### config.mk
export PLATFORM = sky130hd
export DESIGN_NAME = debug_uart_tx_flat
export DESIGN_NICKNAME = d
export VERILOG_FILES = /design/src/rtl/debug_uart_tx_pkg.sv /design/src/rtl/debug_uart_tx_if.sv /design/src/rtl/debug_uart_tx_byte.sv /design/src/rtl/debug_uart_tx.sv /design/src/flat_wrapper.sv
export SDC_FILE = /design/constraint.sdc
export NUM_CORES = 1
export LEC_CHECK = 0
export ABC_AREA = 1
export CAP_MARGIN = 5
export CORE_MARGIN = 2
export CORE_UTILIZATION = 45
export DETAILED_ROUTE_END_ITERATION = 10
export PLACE_DENSITY = 0.73
export SYNTH_ARGS = -nofsm -noshare
export SYNTH_HDL_FRONTEND = slang
export SYNTH_SLANG_ARGS = --single-unit
### constraint.sdc
create_clock -name clk -period 1.9 [get_ports clk]
set_input_delay 0.38 -clock clk [delete_from_list [all_inputs] [get_ports clk]]
set_output_delay 0.38 -clock clk [all_outputs]
set_load 0.02 [all_outputs]
### src/rtl/debug_uart_tx_pkg.sv
// Shared constants and types for the CPU debug port transmitter.
package debug_pkg;

    localparam int unsigned DEBUG_BYTES = 32;
    localparam logic [7:0]  SYNC_BYTE   = 8'hA5;

    typedef enum logic [1:0] {
        IDLE,
        START,
        DATA,
        STOP
    } tx_state_t;

endpackage

### src/rtl/debug_uart_tx_if.sv
// Debug port bundle between the CPU side and the UART transmitter.
interface debug_uart_tx_if;
    import debug_pkg::*;

    logic [8:DEBUG_BYTES*8-1] debug_port_vector;
    logic                     start;
    logic                     busy;
    logic                     frame_done;
    logic                     tx;

    modport master (
        output debug_port_vector,
        output start,
        input  busy,
        input  frame_done,
        input  tx
    );

    modport slave (
        input  debug_port_vector,
        input  start,
        output busy,
        output frame_done,
        output tx
    );

endinterface

### src/rtl/debug_uart_tx_byte.sv
// 8N1 byte serializer; a byte offered in the last stop cycle follows with no gap.
module uart_tx_byte
    import debug_pkg::*;
#(
    parameter int unsigned CLKS_PER_BIT = 104
) (
    input  logic       clk,
    input  logic       nreset,
    input  logic [7:0] data,
    input  logic       valid,
    output logic       ready,
    output logic       tx
);

    localparam int unsigned    BW        = (CLKS_PER_BIT > 1) ? $clog2(CLKS_PER_BIT) : 1;
    localparam logic [BW-1:0]  BAUD_LAST = BW'(CLKS_PER_BIT - 1);

    tx_state_t      state, state_n;
    logic [BW-1:0]  baud_cnt, baud_n;
    logic [2:0]     bit_idx, bit_n;
    logic [7:0]     shreg, shreg_n;
    logic           tx_q, tx_n;
    logic           bit_end;

    always_ff @(posedge clk) begin
        if (nreset) begin
            state    <= IDLE;
            baud_cnt <= '0;
            bit_idx  <= '0;
            shreg    <= '0;
            tx_q     <= 1'b1;
        end else begin
            state    <= state_n;
            baud_cnt <= baud_n;
            bit_idx  <= bit_n;
            shreg    <= shreg_n;
            tx_q     <= tx_n;
        end
    end

    always_comb begin
        state_n = state;
        baud_n  = baud_cnt;
        bit_n   = bit_idx;
        shreg_n = shreg;
        ready   = 1'b0;
        tx_n    = 1'b1;
        bit_end = (baud_cnt == BAUD_LAST);

        case (state)
            IDLE: begin
                ready = 1'b1;
                if (valid) begin
                    state_n = START;
                    baud_n  = '0;
                    shreg_n = data;
                end
            end
            START: begin
                if (bit_end) begin
                    state_n = DATA;
                    baud_n  = '0;
                    bit_n   = '0;
                end else begin
                    baud_n = baud_cnt + 1'b1;
                end
            end
            DATA: begin
                if (bit_end) begin
                    baud_n  = '0;
                    shreg_n = shreg >> 1;
                    if (bit_idx == 3'd7) begin
                        state_n = STOP;
                        bit_n   = '0;
                    end else begin
                        bit_n = bit_idx + 3'd1;
                    end
                end else begin
                    baud_n = baud_cnt + 1'b1;
                end
            end
            STOP: begin
                if (bit_end) begin
                    ready  = 1'b1;
                    baud_n = '0;
                    if (valid) begin
                        state_n = START;
                        shreg_n = data;
                    end else begin
                        state_n = IDLE;
                    end
                end else begin
                    baud_n = baud_cnt + 1'b1;
                end
            end
            default: state_n = IDLE;
        endcase

        // tx is registered from the next state so the line moves with the FSM
        case (state_n)
            START:   tx_n = 1'b0;
            DATA:    tx_n = shreg_n[0];
            default: tx_n = 1'b1;
        endcase
    end

    assign tx = tx_q;

endmodule

### src/rtl/debug_uart_tx.sv
// Debug port transmitter: snapshots the CPU debug vector and streams it as a
// SYNC_BYTE-led frame of DEBUG_BYTES UART bytes.
module debug_uart_tx
    import debug_pkg::*;
#(
    parameter int unsigned CLKS_PER_BIT = 104
) (
    input  logic             clk,
    input  logic             nreset,
    debug_uart_tx_if.slave   bus
);

    localparam int unsigned    BYW       = $clog2(DEBUG_BYTES);
    localparam logic [BYW-1:0] LAST_BYTE = BYW'(DEBUG_BYTES - 1);

    logic [8:DEBUG_BYTES*8-1] snap;
    logic [BYW-1:0]           byte_idx;
    logic                     busy_q;
    logic                     last_byte;
    logic                     valid;
    logic                     ready;
    logic [7:0]               data;
    logic                     frame_done;
    logic                     tx_line;

    always_comb begin
        valid      = 1'b0;
        data       = '0;
        last_byte  = (byte_idx == LAST_BYTE);
        // idle: start feeds the serializer directly so the sync byte leaves on the accept edge
        if (busy_q) begin
            valid = !last_byte;
            data  = snap[8:15];
        end else begin
            valid = bus.start;
            data  = SYNC_BYTE;
        end
        frame_done = busy_q && last_byte && ready;
    end

    always_ff @(posedge clk) begin
        if (nreset) begin
            busy_q   <= 1'b0;
            byte_idx <= '0;
            snap     <= '0;
        end else if (!busy_q) begin
            if (bus.start) begin
                busy_q   <= 1'b1;
                byte_idx <= '0;
                snap     <= bus.debug_port_vector;
            end
        end else if (frame_done) begin
            busy_q   <= 1'b0;
            byte_idx <= '0;
        end else if (valid && ready) begin
            byte_idx <= byte_idx + BYW'(1);
            snap     <= {snap[16:DEBUG_BYTES*8-1], 8'h00};
        end
    end

    uart_tx_byte #(
        .CLKS_PER_BIT(CLKS_PER_BIT)
    ) u_byte (
        .clk    (clk),
        .nreset (nreset),
        .data   (data),
        .valid  (valid),
        .ready  (ready),
        .tx     (tx_line)
    );

    assign bus.tx         = tx_line;
    assign bus.busy       = busy_q;
    assign bus.frame_done = frame_done;

endmodule

### src/flat_wrapper.sv
// flat-port wrapper written by rule: the top's interface ports become plain ports
module debug_uart_tx_flat import debug_pkg::*;
#(
    parameter int unsigned CLKS_PER_BIT = 104
)
  (clk, nreset, bus_debug_port_vector, bus_start, bus_busy, bus_frame_done, bus_tx);
  debug_uart_tx_if bus_i ();
  input  logic clk;
  input  logic nreset;
  input wire logic [$bits(bus_i.debug_port_vector)-1:0] bus_debug_port_vector;
  input wire logic [$bits(bus_i.start)-1:0] bus_start;
  output wire logic [$bits(bus_i.busy)-1:0] bus_busy;
  output wire logic [$bits(bus_i.frame_done)-1:0] bus_frame_done;
  output wire logic [$bits(bus_i.tx)-1:0] bus_tx;
  assign bus_i.debug_port_vector = bus_debug_port_vector;
  assign bus_i.start = bus_start;
  assign bus_busy = bus_i.busy;
  assign bus_frame_done = bus_i.frame_done;
  assign bus_tx = bus_i.tx;
  debug_uart_tx #(.CLKS_PER_BIT(CLKS_PER_BIT)) u_core (.clk(clk), .nreset(nreset), .bus(bus_i));
endmodule
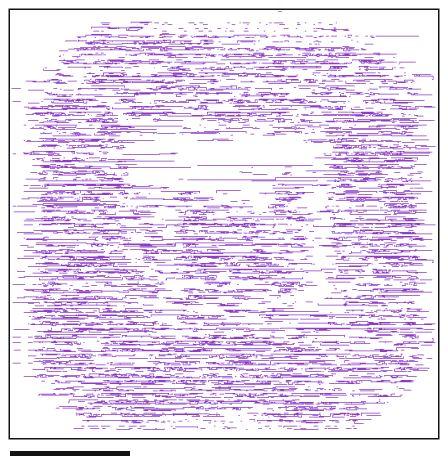
Fig. 1. The metal 1 layer (run 1).
Bar = 50 um.
nets with wire on the layer	2,383
longest straight run	47.8 um
share of all routed wire	42%

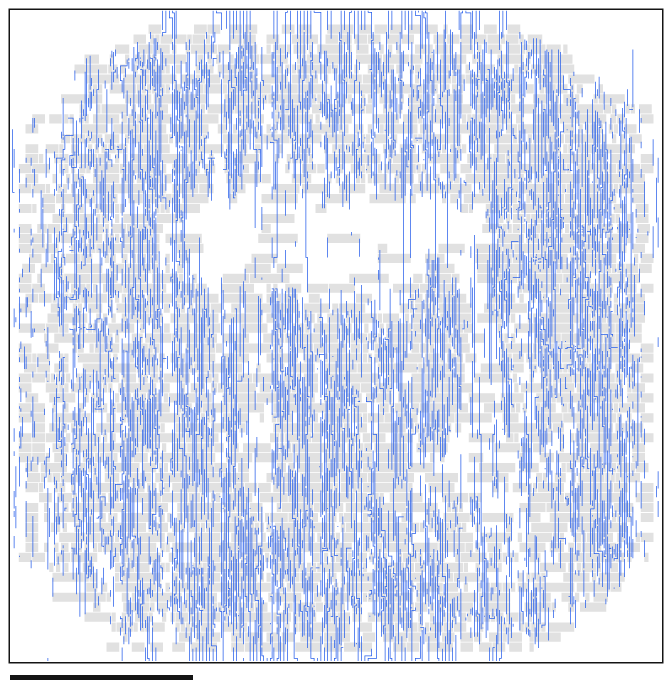
Fig. 2. The metal 2 layer (run 1).
Bar = 50 um.
nets with wire on the layer	2,126
main direction	vertical
longest straight run	67.7 um
share of all routed wire	49%

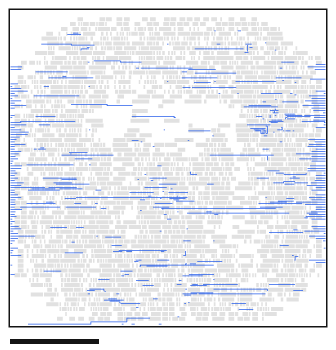
Fig. 3. Met3 routing (run 1).
Bar = 50 um.
main direction	horizontal
nets with wire on the layer	273
share of all routed wire	6.0%
longest straight run	64.2 um
wire length on this layer	2,720 um

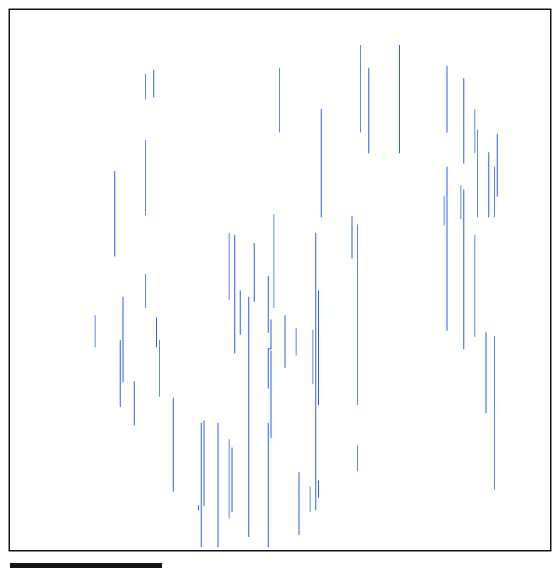
Fig. 4. The metal 4 layer (run 1).
Bar = 50 um.
nets with wire on the layer	47
wire length on this layer	1,510 um
main direction	vertical

==> results.toml, run 1 <==
# implementation run metrics
[global_route]
antenna_found_initial = 0
first_global_vias = 13600

[timing]
setup_ws_ps = -299
finClkSkew_ps = 14.6
period_used_share = 1.16
setup_viol = 263
slew_violations = 0

[route]
drc = 0
num_vias = 14600
wl_um = 45300
vias_per_cell = 5.20

[cells_and_area]
diodes = 0
nets = 2662
area_growth_pct = 56.9
comb_area_sq_um = 8620
fillCellCount = 2133
nonClkBufAreaFrac = 0.251
design_area_sq_um = 21400
clk_share = 0.0470

[critical_path]
cp_slowest_cell = "dfxtp_4"
cp_num_cells = 16

[logic_synthesis]
ys.flops = 275
topCellsByArea = "dfxtp_1 40%, nand2_1 22%, nor2_1 10%"
yosys.area.top_type_share = 0.404
ys_cells = 2083
async_flop_share = 0

[clock_tree]
htree_num_levels = 1
post_cts_resized = 148
cts_inserted_buffers = 31
cts_buffer_depth = 3

[placed_design]
place_area_sq_um = 16600
port-buffer-count = 253

[power_and_ir_drop]
total_power_uw = 18400
internal_power_uw = 12700
combPwrFrac = 0.306

[die]
pin_count = 254
initial_core_util = 0.458
fp.dieArea_sq_um = 31700
die_y_um = 178

[run_status]
violations = "setup timing"
status = "complete, but fails checks"
-- run 1: power groups by stage --
stage	Combinational (uW)	Clock, uW	Sequential, uW
finish	5650	5960	6840
floorplan	2320	0	6770
detailed placement	3400	0	6840
CTS	4520	6010	6750
global placement	3360	0	6830
global route	6060	6280	6900
-- run 1: kinds of logic after synthesis --
family	share of synthesized area
adders and majority gates	0.00919
buffers and inverters	0.0753
DFF	0.404
and+or+nand+nor	0.396
AOI/OAI and AO/OA	0.115
-- run 1: how the worst min path moves through the flow --
| stage | start | end | depth (start not counted) |
|---|---|---|---|
| 3_5_place_dp | u_core.u_byte.shreg[3] | u_core.u_byte.shreg[3] | 2 |
| 5_1_grt | bus_debug_port_vector[7] | u_core.snap[248] | 3 |
| 2_1_floorplan | u_core.byte_idx[3] | u_core.byte_idx[3] | 2 |
| 3_3_place_gp | u_core.byte_idx[3] | u_core.byte_idx[3] | 2 |
| 4_1_cts | bus_debug_port_vector[7] | u_core.snap[248] | 3 |
| 6_report | bus_debug_port_vector[7] | u_core.snap[248] | 3 |
-- run 1: registers in the layout (all words and copies together) (netlist names) --
register / flops
u_core.u_byte.baud_cnt: 7
u_core.byte_idx: 5
u_core.u_byte.tx: 1
u_core.u_byte.bit_idx: 3
u_core.snap: 248
u_core.u_byte.shreg: 8
u_core.u_byte.state: 2
u_core.bus.busy: 1
-- run 1: routing by layer --
metal	GRT usage	vias up	share of wire
li1	-	7148	-
met1	0.334	6816	0.42
met2	0.436	540	0.49
met3	0.0321	123	0.060
met4	0.0741	0	0.033
met5	0	-	0
-- run 1: through the flow --
stage               hold slack (ps)  setup slack [ps]
floorplan                       437              13.4
global placement                447              -224
detailed placement              454              -257
CTS                             443              -290
global route                    484              -399
finish                          455              -299
Fig. 5: run 1, congestion heat map
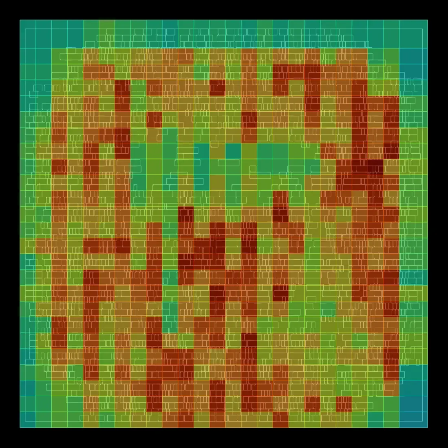

## Run 2: what changed since run 1
CORE_MARGIN = 3   (was 2)
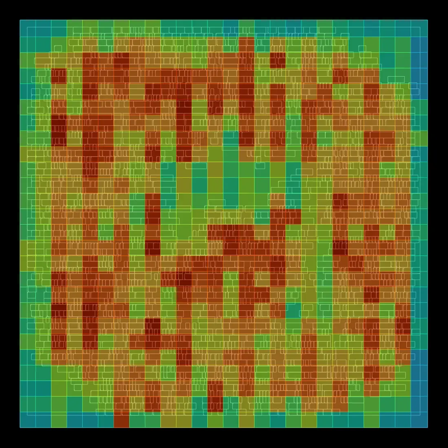
Fig. 6. Congestion heat map (run 2).
Total GRT Usage: 0.262
Final Core Density: 0.740

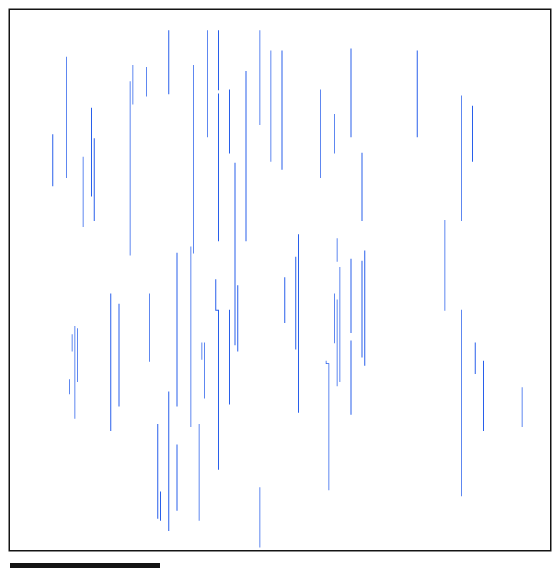
Fig. 7. The metal 4 layer (run 2).
Bar = 50 um.
WL final: 48,500 um
Vias: 15,100

==> run 2 against run 1 <==
  * Maximum frequency shrank 0.29%
  * Largest power group unchanged
  * Synthesized area is the same
  * Highest routed layer unchanged
  * The run still ends with setup timing left
  * Largest cell class unchanged
  * Routed wire length grew 7.1%
  * Sequential power grew 0.6%
  * Clock-buffer cell count shrank 6
  * Critical path type unchanged
  * Worst setup slack lost 6.5 ps
==> results.toml, run 2 <==
# implementation run metrics
[run_status]
status = "complete, but fails checks"
violations = "setup timing"

[clock_tree]
cts_inserted_buffers = 31
clk_latency_ps = 570
cts_buffer_depth = 3
htree_num_levels = 1

[route]
post_drt_wl_per_cell_um = 17.2

[die]
pin_count = 254
fp.dieArea_sq_um = 32400
initial_core_util = 0.458

[cells_and_area]
area_growth_pct = 61.6
design_area_sq_um = 22000
largest-register = "u_core.snap"
fillCellCount = 2041
nets = 2671
diodes = 0
largestRegisters = "u_core.snap (248), u_core.u_byte.shreg (8), u_core.u_byte.baud_cnt (7)"

[min_path]
hp-start = "bus_debug_port_vector[4]"
min_to = "u_core.snap[251]"
hold_path_depth = 3

[global_route]
antenna_found_initial = 0
first_global_vias = 14500

[logic_synthesis]
async_flop_share = 0
topCellsByArea = "dfxtp_1 40%, nand2_1 22%, nor2_1 10%"
top_cell = "nand2_1"
ys.flops = 275
yosys.area.top_type = "dfxtp_1"
yosys.area.top_type_share = 0.404

[critical_path]
cp_num_cells = 15
reg2reg_depth = 15
cp_slowest_cell = "dfxtp_4"

[timing]
finClkSkew_ps = 13.0
setup_ws_ps = -305
period_used_share = 1.16
setup_viol = 263
slew_violations = 0
fin_hold_ws_ps = 437

[power_and_ir_drop]
internal_power_uw = 13400
combPwrFrac = 0.303

[placed_design]
port-buffer-count = 253
place_area_sq_um = 16700
dp_cells = 2667
place_ws_ps = -278
==> run 2: final cells by class <==
cell class	count	area, sq um	area share
multi-input combinational	1639	8980	0.408
sequential	275	5520	0.251
timing repair buffer	424	5500	0.250
clock buffer	40	890	0.0404
tap	390	488	0.0222
clock inverter	18	260	0.0118
inverter	32	186	0.00848
timing repair inverter	7	164	0.00745
==> run 2: cells by family (layout without fill, tap and decap cells) <==
family	after synthesis	in the layout	synth area share
flops	275	275	0.404
simple gates	1320	1321	0.396
compound gates	308	308	0.115
fa+ha+maj	10	10	0.00919
buf+inv	170	521	0.0753
==> run 2: per-layer routing <==
layer	track usage	wire length, um	vias up
met5	0	0	-
met4	0.0835	1900	0
met3	0.0395	2950	139
met2	0.455	24500	627
met1	0.337	19200	7121
li1	-	-	7196
==> run 2: timing repair <==
action | CTS | global route
cloned | 49 | 15
buffers inserted | 39 | 16
endpoints found under the setup margin | 266 | 268
resized | 365 | 377
pin swaps | 28 | 107
==> run 2: worst max-delay path by stage <==
stage	end	start
6_report	u_core.snap[41]	u_core.u_byte.state[0]
3_3_place_gp	bus_frame_done	u_core.u_byte.baud_cnt[1]
3_5_place_dp	bus_frame_done	u_core.byte_idx[0]
4_1_cts	bus_frame_done	u_core.u_byte.baud_cnt[1]
2_1_floorplan	u_core.u_byte.tx	u_core.byte_idx[0]
5_1_grt	u_core.snap[39]	u_core.u_byte.state[0]
==> run 2: power by group through the flow <==
stage          logic, uW  clock network (uW)  registers (uW)
2_1_floorplan       2320                   0            6770
3_3_place_gp        3380                   0            6830
3_5_place_dp        3430                   0            6850
4_1_cts             5000                6750            6810
5_1_grt             6310                7000            6930
6_report            5910                6700            6880
Power figures rest on the tool's default switching activity, not on a simulated workload.
